Design knapsack_scan_flat, sky130hd; sources not shown.
metal_density.png
Scale bar: 20 µm. The die is cut into 24 by 24 equal tiles; white is low, dark blue is high, scaled to the fullest tile. Values are wire area over tile area, all layers added.
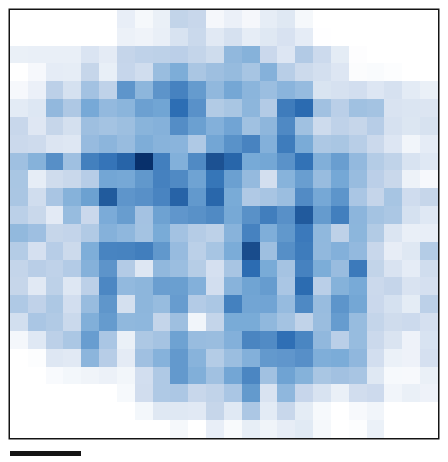
19% of the tiles are over half the peak. The mean over all tiles is 0.18. The fullest tile reaches 0.59.
WL/cell: 14.90 µm
Total GRT Usage: 23.80%

clocks.png
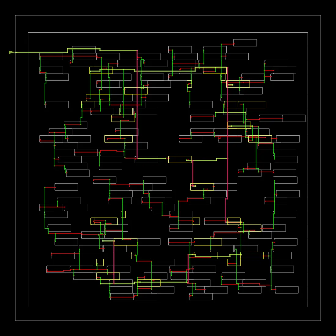
Num Clock Sinks: 131
Insertion Delay late pin: 420 ps

==> results_slide.txt <==
Key Metrics from the Run

Critical path
  • CP endpoint kind: register
  • Crit path arrival time: 3320 ps
  • Crit-path slowest cell: inv_1
  • Worst-path cell chain: inv_1 > nand3_1 > o21ai_0 > ha_1 > fa_1 > nand3_1 > a21oi_1 > o21ai_0 > or2_2 > nand4_1 > nand2_1
  • Buf/Inv on CP: 1
  • Critical Path Max Stage Delay: ~500 ps
  • Worst r2r path cells: 11
  • Internal reg-to-reg setup slack: 2130 ps
  • Crit path max fanout: 23
  • Crit path DRT: 5450 ps

Place
  • Final HPWL DP: approximately 12 mm
  • Placed instance area: 7911 µm²
  • Place WS: 2182 ps

Final timing
  • Cycle use final: approximately 60%
  • Setup tns final: 0 ps
  • Endpoints failing hold: 0
  • Rel. slew slack: 39.90%
  • Fin. max-slew vios: 0
  • Min Tclk post-route: just over 3000 ps
  • FMAX: around 330 MHz
  • Worst setup margin: between 2000 and 2500 ps

Routing
  • Highest metal used: met4
  • Met2 wire len: approximately 7.8 mm
  • DRT Pass-1 Iters: 5
  • M1 WL: ~7.2 mm
  • DR vias/cell: 5.259
  • Remaining routing DRC violations: 0
  • Post-route ant nets: 0
  • Met3 WL: just over 1 mm
  • DR iter-0 viols: approximately 480
  • Drt total wl: roughly 16 mm

Global routing
  • Largest net degree at the start of global routing: around 69
  • Vias in the first global route: 5907
  • GRT overflow: 0
  • Initial antenna violation count: 0

Floorplanning
  • Chip area: about 15000 µm²
  • Core area: between 10000 and 15000 µm²
  • FP Rows: roughly 40
  • Chip height: 121.1 µm
  • Io pins: about 110
  • Die X: between 100 and 150 µm

Yosys
  • Synth warn: 0
  • FFs w/ async S/R, synth: 100.0%
  • Synth cell types: 35
  • Ao+oa area frac: 12.52%
  • Synth logic family: simple AND/OR/NAND/NOR gates
  • Xor+xnor area frac: 0.7743%
  • Synth Instances: ~800
  • Post-synth EDFFs: 0
  • # Cells Yosys: a little over 800
  • Synth Cell Area: 6787 µm²
  • Ys flops: 131
  • Chip Area, Yosys: between 6000 and 7000 µm²
  • Synth Net Count: 928
  • Simple Share, Synth: between 20% and 30%
  • Top_reg_cell synth: dfrtp_1

Job
  • Total of max-cap violations: 0
  • Log Warnings: 27

Pwr
  • PwrDens: between 600 and 700 nW/µm²
  • Psw: approximately 2.3 mW
  • Cell Int Power: 3.073 mW
  • Switch share: between 40 and 50%
  • Leakage: roughly 4.2 nW
  • Logic pwr share: between 40% and 50%

Hold path
  • HP Class: input pin to asynchronous set/reset pin

Clocking
  • CTS tree: yes
  • Clk root buf: clkbuf_16
  • # H-tree levels: 4
  • CTS Buffer Depth: 2
  • Num CTS Buffers: 17

Cells and area
  • Ant. Diodes: 0
  • Share of layout cells above drive strength 1: ~8.6%
  • Filler instances: slightly above 900

Run status
  • Status: finished, final reports clean
[stage by stage]
stage	total power [mW]	hold WS, ps	cells	utilization (%)
global route	5.852	451.6	1098	70.76
finish	5.409	417.5	1098	70.76
detailed placement	4.148	412.1	1066	65.59
global placement	4.050	408.4	1066	65.59
CTS	5.424	426.1	1098	70.76
floorplan	3.503	398.7	818	-
[power groups by stage]
| stage | registers (mW) | logic, mW | clock network, mW |
|---|---|---|---|
| after CTS | 1.65 | 2.52 | 1.25 |
| after floorplan | 1.79 | 1.71 | 0 |
| after global routing | 1.70 | 2.84 | 1.31 |
| after detailed placement | 1.67 | 2.48 | 0 |
| final | 1.66 | 2.51 | 1.24 |
| after global placement | 1.65 | 2.40 | 0 |
[cell usage in the layout (no fill, tap or decap), types with 5 or more instances in the layout]
cell type,instances
clkbuf_16,17
nand2_1,267
nor2_1,26
inv_2,5
clkdlybuf4s50_1,106
nand3_1,51
o21ai_1,6
inv_1,87
ha_1,38
clkbuf_8,5
buf_4,8
o21ai_2,22
xor2_1,5
nand4_1,9
o21ai_0,70
dfrtp_1,131
a21oi_1,33
o22ai_1,5
[metal layers]
| metal | up-vias | global-route usage [%] |
|---|---|---|
| li1 | 2826 | - |
| met1 | 2730 | 31.21 |
| met2 | 186 | 38.83 |
| met3 | 32 | 5.781 |
| met4 | 0 | 7.932 |
| met5 | - | 0 |
[final cells by class]
| type | count | area [µm²] | share of cell area [%] |
|---|---|---|---|
| repair buffers | 114 | 1121 | 13.14 |
| clock inverters | 9 | 125.1 | 1.466 |
| inverters | 92 | 345.3 | 4.046 |
| flip-flops and latches | 131 | 3278 | 38.41 |
| well taps | 168 | 210.2 | 2.463 |
| clock buffers | 23 | 498.0 | 5.835 |
| multi-input cells | 561 | 2957 | 34.64 |
[logic make-up after synthesis]
group	Yosys count
and+or+nand+nor	369
AOI/OAI and AO/OA	146
DFF	131
buffers and inverters	126
adders and majority gates	40
xor gates and xnor gates	6
[synth_stat cells, types with 3 or more instances]
cell | instances | area, µm²
clkbuf_1 | 13 | 48.80
buf_2 | 9 | 45.04
nand4_1 | 9 | 56.30
a21o_1 | 3 | 22.52
o22ai_1 | 5 | 31.28
o21ai_0 | 71 | 355.3
nand3_1 | 51 | 255.2
buf_6 | 8 | 90.09
ha_1 | 38 | 475.5
xor2_1 | 5 | 43.79
a31oi_1 | 3 | 18.77
inv_2 | 5 | 18.77
nor2_2 | 4 | 25.02
dfrtp_1 | 131 | 3278
nand2_1 | 267 | 1002
o21ai_1 | 5 | 25.02
inv_1 | 87 | 326.6
o21ai_2 | 22 | 192.7
nor2_1 | 26 | 97.59
a21oi_1 | 33 | 165.2
Power figures rest on the tool's default switching activity, not on a simulated workload.
